$ cat src/rtl/cpu_defs.sv
// Shared CPU-side type definitions.
// Data-bus request bundle, responder FSM states and access sizes.
package cpu_defs;

  localparam logic [2:0] SIZE_BYTE = 3'd0;
  localparam logic [2:0] SIZE_HALF = 3'd1;
  localparam logic [2:0] SIZE_WORD = 3'd2;

  typedef struct packed {
    logic        wr;
    logic [2:0]  size;
    logic [3:0]  wstrb;
    logic [31:0] addr;
    logic [31:0] wdata;
  } dbus_req_t;

  typedef enum logic [1:0] {
    IDLE,
    SEND,
    WAIT,
    RESP
  } resp_state_t;

  function automatic logic [31:0] phys_addr(
    input logic [19:0] tag,
    input logic [7:0]  index,
    input logic [3:0]  offset
  );
    return {tag, index, offset};
  endfunction

endpackage

$ cat src/rtl/req_fifo.sv
// Synchronous in-order FIFO of data-bus requests.
// Ports: clk, reset, push/din, pop, full, empty, count, head (current oldest entry).
module req_fifo
  import cpu_defs::*;
#(
  parameter int DEPTH = 2
) (
  input  logic                       clk,
  input  logic                       reset,
  input  logic                       push,
  input  dbus_req_t                  din,
  input  logic                       pop,
  output logic                       full,
  output logic                       empty,
  output logic [$clog2(DEPTH):0]     count,
  output dbus_req_t                  head
);

  localparam int AW = $clog2(DEPTH);
  localparam int CW = AW + 1;

  dbus_req_t mem [DEPTH];

  logic [AW-1:0] wr_ptr;
  logic [AW-1:0] rd_ptr;
  logic          do_push;
  logic          do_pop;

  assign full    = (count == CW'(DEPTH));
  assign empty   = (count == '0);
  assign do_push = push && !full;
  assign do_pop  = pop && !empty;
  assign head    = mem[rd_ptr];

  // DEPTH is a power of two, so pointers wrap by natural overflow.
  always_ff @(posedge clk) begin
    if (reset) begin
      wr_ptr <= '0;
      rd_ptr <= '0;
      count  <= '0;
    end else begin
      if (do_push) wr_ptr <= wr_ptr + 1'b1;
      if (do_pop)  rd_ptr <= rd_ptr + 1'b1;
      count <= count + CW'(do_push) - CW'(do_pop);
    end
  end

  always_ff @(posedge clk) begin
    if (do_push) mem[wr_ptr] <= din;
  end

endmodule

$ cat src/rtl/dbus_uncached_responder.sv
// Cache-side responder for the CPU data bus: queues requests and replays
// each one, in order, as a single uncached transaction on an SRAM-like port.
// Ports:
//   CPU side : req, wr, wstrb, size, offset, index, tag, wdata, iscache
//              -> addr_ok, data_ok, rdata
//   Mem side : mem_req, mem_wr, mem_addr, mem_size, mem_wstrb, mem_wdata
//              <- mem_addr_ok, mem_resp_valid, mem_rdata
module dbus_uncached_responder
  import cpu_defs::*;
#(
  parameter int QDEPTH = 2,
  parameter int ADDR_W = 32
) (
  input  logic              clk,
  input  logic              reset,
  input  logic              req,
  input  logic              wr,
  input  logic [3:0]        wstrb,
  input  logic [2:0]        size,
  input  logic [3:0]        offset,
  input  logic [7:0]        index,
  input  logic [19:0]       tag,
  input  logic [31:0]       wdata,
  input  logic              iscache,
  output logic              addr_ok,
  output logic              data_ok,
  output logic [31:0]       rdata,
  output logic              mem_req,
  output logic              mem_wr,
  output logic [ADDR_W-1:0] mem_addr,
  output logic [2:0]        mem_size,
  output logic [3:0]        mem_wstrb,
  output logic [31:0]       mem_wdata,
  input  logic              mem_addr_ok,
  input  logic              mem_resp_valid,
  input  logic [31:0]       mem_rdata
);

  localparam int CW = $clog2(QDEPTH) + 1;

  resp_state_t     state;
  resp_state_t     state_nx;
  dbus_req_t       din;
  dbus_req_t       head;
  logic            full;
  logic            empty;
  logic [CW-1:0]   count;
  logic            pop;
  logic [31:0]     rdata_q;
  logic            unused_iscache;

  assign unused_iscache = iscache;

  assign din = '{
    wr:    wr,
    size:  size,
    wstrb: wstrb,
    addr:  phys_addr(tag, index, offset),
    wdata: wdata
  };

  // Acceptance looks only at the current fill level: a full queue
  // stays closed even in the cycle its head retires.
  assign addr_ok = req && !full && !reset;
  assign pop     = (state == RESP);

  req_fifo #(
    .DEPTH (QDEPTH)
  ) u_fifo (
    .clk   (clk),
    .reset (reset),
    .push  (addr_ok),
    .din   (din),
    .pop   (pop),
    .full  (full),
    .empty (empty),
    .count (count),
    .head  (head)
  );

  always_ff @(posedge clk) begin
    if (reset) state <= IDLE;
    else       state <= state_nx;
  end

  always_comb begin
    state_nx = state;
    mem_req  = 1'b0;
    data_ok  = 1'b0;
    unique case (state)
      IDLE: begin
        if (!empty) state_nx = SEND;
      end
      SEND: begin
        mem_req = 1'b1;
        if (mem_addr_ok) state_nx = WAIT;
      end
      WAIT: begin
        if (mem_resp_valid) state_nx = RESP;
      end
      RESP: begin
        data_ok  = 1'b1;
        // The head pops this cycle; continue if anything remains behind it.
        state_nx = (count > CW'(1)) ? SEND : IDLE;
      end
      default: state_nx = IDLE;
    endcase
  end

  // The head entry stays in place until RESP, so mem_* is stable
  // for the whole SEND phase.
  assign mem_wr    = mem_req & head.wr;
  assign mem_addr  = mem_req ? ADDR_W'(head.addr) : '0;
  assign mem_size  = mem_req ? head.size : '0;
  assign mem_wstrb = mem_req ? head.wstrb : '0;
  assign mem_wdata = mem_req ? head.wdata : '0;

  always_ff @(posedge clk) begin
    if (reset) begin
      rdata_q <= '0;
    end else if (state == WAIT && mem_resp_valid) begin
      rdata_q <= head.wr ? 32'h0 : mem_rdata;
    end
  end

  assign rdata = rdata_q;

endmodule

$ cat config.mk
export PLATFORM = sky130hd
export DESIGN_NAME = dbus_uncached_responder
export DESIGN_NICKNAME = d
export VERILOG_FILES = /design/src/rtl/cpu_defs.sv /design/src/rtl/req_fifo.sv /design/src/rtl/dbus_uncached_responder.sv
export SDC_FILE = /design/constraint.sdc
export NUM_CORES = 1
export LEC_CHECK = 0
export ABC_AREA = 1
export CAP_MARGIN = 20
export CORE_MARGIN = 5
export CORE_UTILIZATION = 45
export DETAILED_ROUTE_END_ITERATION = 12
export PLACE_DENSITY = 0.85
export SYNTH_ARGS = -nofsm -noshare
export SYNTH_HDL_FRONTEND = slang
export SYNTH_SLANG_ARGS = --single-unit
$ cat constraint.sdc
create_clock -name clk -period 11.8 [get_ports clk]
set_input_delay 2.36 -clock clk [delete_from_list [all_inputs] [get_ports clk]]
set_output_delay 2.36 -clock clk [all_outputs]
set_load 0.05 [all_outputs]
Figure 1. Close-up of the layout.
Region (54, 54) to (79, 79) µm. Cells in grey, sequential cells in the stronger grey; small squares are vias.
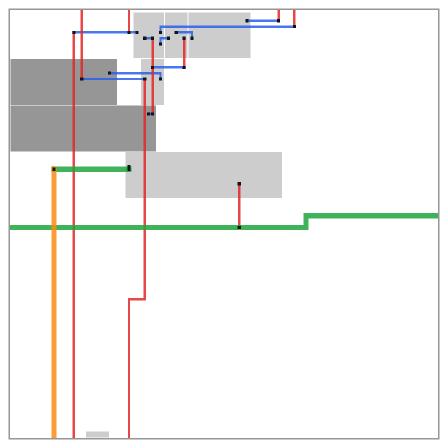
Key: green = metal 3; blue = metal 1; orange = metal 4; red = metal 2
Sequential cells in the window: 2. 7 logic cells have their middle in the window. Netlist names of flops here include `u_fifo.mem` (2). Most frequent: nor2_1 (2), edfxtp_1 (2).

Figure 2. Placement density heat map.
Drawn at 2 px/µm. The die is cut into 13 by 13 equal tiles; black is low, pale yellow is high, 0 to 100% covered.
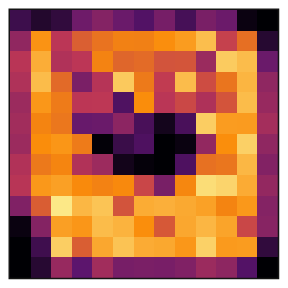
4.7% of the tiles are nearly empty. The mean over all tiles is 53%. The fullest tile reaches 95%. The emptiest ninth of the die: centre.
Placeable Area: 15150 µm²
initial core utilization: 45.62%

==> results_slide.txt <==
Run Summary

STA
  – Sum of negative setup slack: 0 ns
  – Final-report max-slew violation count: 0
  – Setup violation total in the final timing report: 0
  – Worst slew pin tran: a little over 1 ns
  – Highest clock frequency the design can meet: ~160 MHz
  – Worst Slack Setup Final: 5.591 ns
  – Worst slew margin relative to its limit: approximately a third
  – Worst hold margin: 0.4592 ns
  – Period utilization: between 50% and 60%

Global routing
  – Initial antenna violation count: 0
  – Global Route Usage Sum: around 18%
  – GRT overflow: 0
  – Number of global-route vias before repair: 4917

Setup path
  – Most used cell, CP: sky130_fd_sc_hd__clkdlybuf4s50_1
  – Highest-delay cell along the critical path: sky130_fd_sc_hd__clkdlybuf4s50_1
  – Number of gates on the worst path with buffers counted: 4
  – Highest fanout seen on the critical path: 3
  – Top delay family on crit path: buffers and inverters
  – Sum of buffers and inverters on the critical path: 2
  – Worst Path Required: around 9.4 ns
  – Reg-to-reg startpoint: u_fifo.count[0]
  – Max stage delay on crit path: between 0.8 and 0.9 ns
  – Worst setup path class: primary input to output pin
  – Startpoint Class: primary input

Synth
  – Mapped Nets: between 700 and 800
  – Register share after synthesis: 73.89%
  – Post-synth EDFFs: 144
  – Share of synthesized cell area in full adder, half adder and majority cells: under 10%
  – Yosys xor share: less than 1%
  – Synthesized cell area: 6909 µm²
  – Ys async rst share: 0%
  – Register bit count reported by yosys: about 180
  – MUX area fraction: 0%
  – Most used standard cell by instance count after synthesis: sky130_fd_sc_hd__nor2_1
  – Leading area contributor after synthesis: sky130_fd_sc_hd__edfxtp_1
  – Ys flop type: sky130_fd_sc_hd__edfxtp_1
  – Mean Syn Cell Area: approximately 12 µm²

Floorplan
  – Top Ports: 217
  – Die Span X: approximately 130 µm
  – Area of the chip: around 18000 µm²

Route
  – Starting DRT DRC Count: between 300 and 400
  – Post-detailed-route via-to-cell ratio: about 5.0
  – Amount of wire on met2 after detailed routing: 8093 µm
  – Number of search-and-repair iterations in the first detailed-routing pass: 4
  – Uppermost layer routed: met4

Layout
  – Area Growth Syn to Fin: 41.31%
  – Final Net Count: approximately 910
  – Number of non-filler instances in the completed layout: between 900 and 1000
  – Share of cells above drive strength 1: about 5.2%

Placement
  – Placement-stage worst setup slack: about 5.6 ns
  – Number of instances in the placed design: approximately 960

Clocking
  – TritonCTS clock tree: yes
  – Count of hold-fix buffers inserted at cts: 0
  – H-Tree Level Count: 4
  – Clock sink count: around 180
  – Buffers inserted by post-CTS timing repair: 0
  – CTS Buffer Depth: 2

Min path
  – Class of the worst hold path: flip-flop to flip-flop
  – Cell depth of the worst min-delay path: 1

Power and ir drop
  – Power density relative to cell area: ~200 nW/µm²
  – Switching Fraction: a little over a third
  – Static leakage power: about 3.6 nW
  – Combinational group share of total power: around a third
  – Peak supply drop: between 0.1 and 0.15 mV

Outcome
  – Status: completed

Job
  – Max-cap violation count: 0
  – OpenROAD warning count: 31
Figure 3. The clock network.
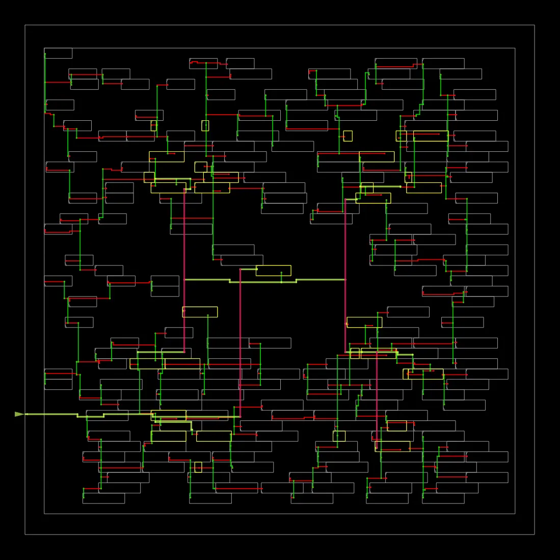
clk pwr: 0.533 mW
# clk buffers: 22
clock latency on the worst-skew pair: 0.41 ns
setup skew after layout: 0.01176 ns
cts bufs inserted: 17

Figure 4. Cell classes on the final placement.
Drawn at 3 px/µm. Fill, decap, tap and diode cells in grey.
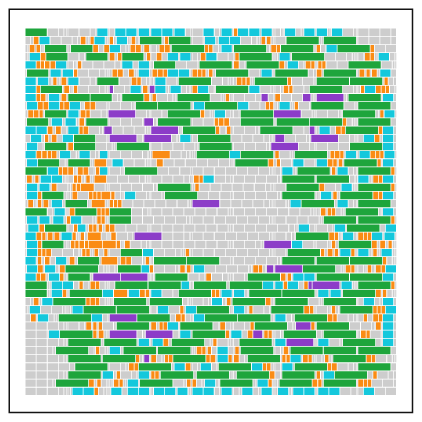
Key: purple = clock drivers and dummy loads [cells 32, share of their area 5.9%]; cyan = remaining buffers and delay cells [cells 221, share of their area 23%]; green = sequential cells [cells 183, share of their area 54%]; orange = combinational and other logic [cells 368, share of their area 17%]
Core Util, Final: 64.46%
Std-Cell Rows: 45

[stage by stage]
step                      power [mW]  instance area (µm²)
after global routing           2.007                 9763
after global placement         1.405                 9198
final                          1.928                 9763
after floorplan                1.183                 6909
after CTS                      1.948                 9763
after detailed placement       1.412                 9198
[area by class of cell]
type,instances,area (µm²)
clock buffer,22,500.5
clock inverter,10,65.06
fill,1175,5383
inverter,14,52.55
multi-input combinational,354,1607
sequential,183,5106
tap,188,235.2
timing repair buffer,221,2197
[worst reg2reg max path, stage by stage (launching register included)]
cell	delay [ns]
sky130_fd_sc_hd__dfxtp_1	0.33
sky130_fd_sc_hd__inv_1	0.05
sky130_fd_sc_hd__nand2_1	0.06
sky130_fd_sc_hd__nand2_1	0.10
sky130_fd_sc_hd__nor2_1	0.15
sky130_fd_sc_hd__inv_1	0.13
sky130_fd_sc_hd__nor2_4	0.09
sky130_fd_sc_hd__buf_4	0.71
[worst paths after layout]
path	end	slack, ns
setup / recovery	addr_ok	5.59
hold / removal	u_fifo.rd_ptr	0.46
setup reg to reg	u_fifo.mem[1][24]	9.68
hold reg to reg	u_fifo.rd_ptr	0.46
[placed cells by master, fill, tap and decap left out, drive strengths merged]
cell type      count
a21oi             36
buf                6
clkbuf            22
clkdlybuf4s50    215
clkinv             6
clkinvlp           1
dfxtp             39
edfxtp           144
ha                 7
inv               17
nand2             45
nand3              2
nor2             156
o21ai            106
or2                1
xor2               1
[power groups by stage]
stage | logic (mW) | clock network, mW | registers [mW]
2_1_floorplan | 0.329 | 0 | 0.854
3_3_place_gp | 0.630 | 0 | 0.775
3_5_place_dp | 0.635 | 0 | 0.778
4_1_cts | 0.637 | 0.546 | 0.765
5_1_grt | 0.668 | 0.570 | 0.769
6_report | 0.631 | 0.533 | 0.765
[flip-flops by register name, summed over array words and instances (netlist names), named ones only]
signal / count
u_fifo.wr_ptr: 1
state: 2
u_fifo.mem: 144
u_fifo.count: 2
rdata: 32
u_fifo.rd_ptr: 1
[cell families (layout without fill, tap and decap cells)]
family,count (synthesis),in the layout
adder cells (fa/ha/maj),7,7
XOR/XNOR,1,1
buffers and inverters,49,267
flip-flops,183,183
AND-OR/OR-AND,142,142
AND/OR/NAND/NOR,204,204
[metal layers]
metal / vias up / track usage, %
li1: 2438 / -
met1: 2365 / 21.19
met2: 159 / 30.24
met3: 24 / 5.251
met4: 0 / 6.800
met5: - / 0
No activity file was given, so power comes from the tool's default toggle rates.
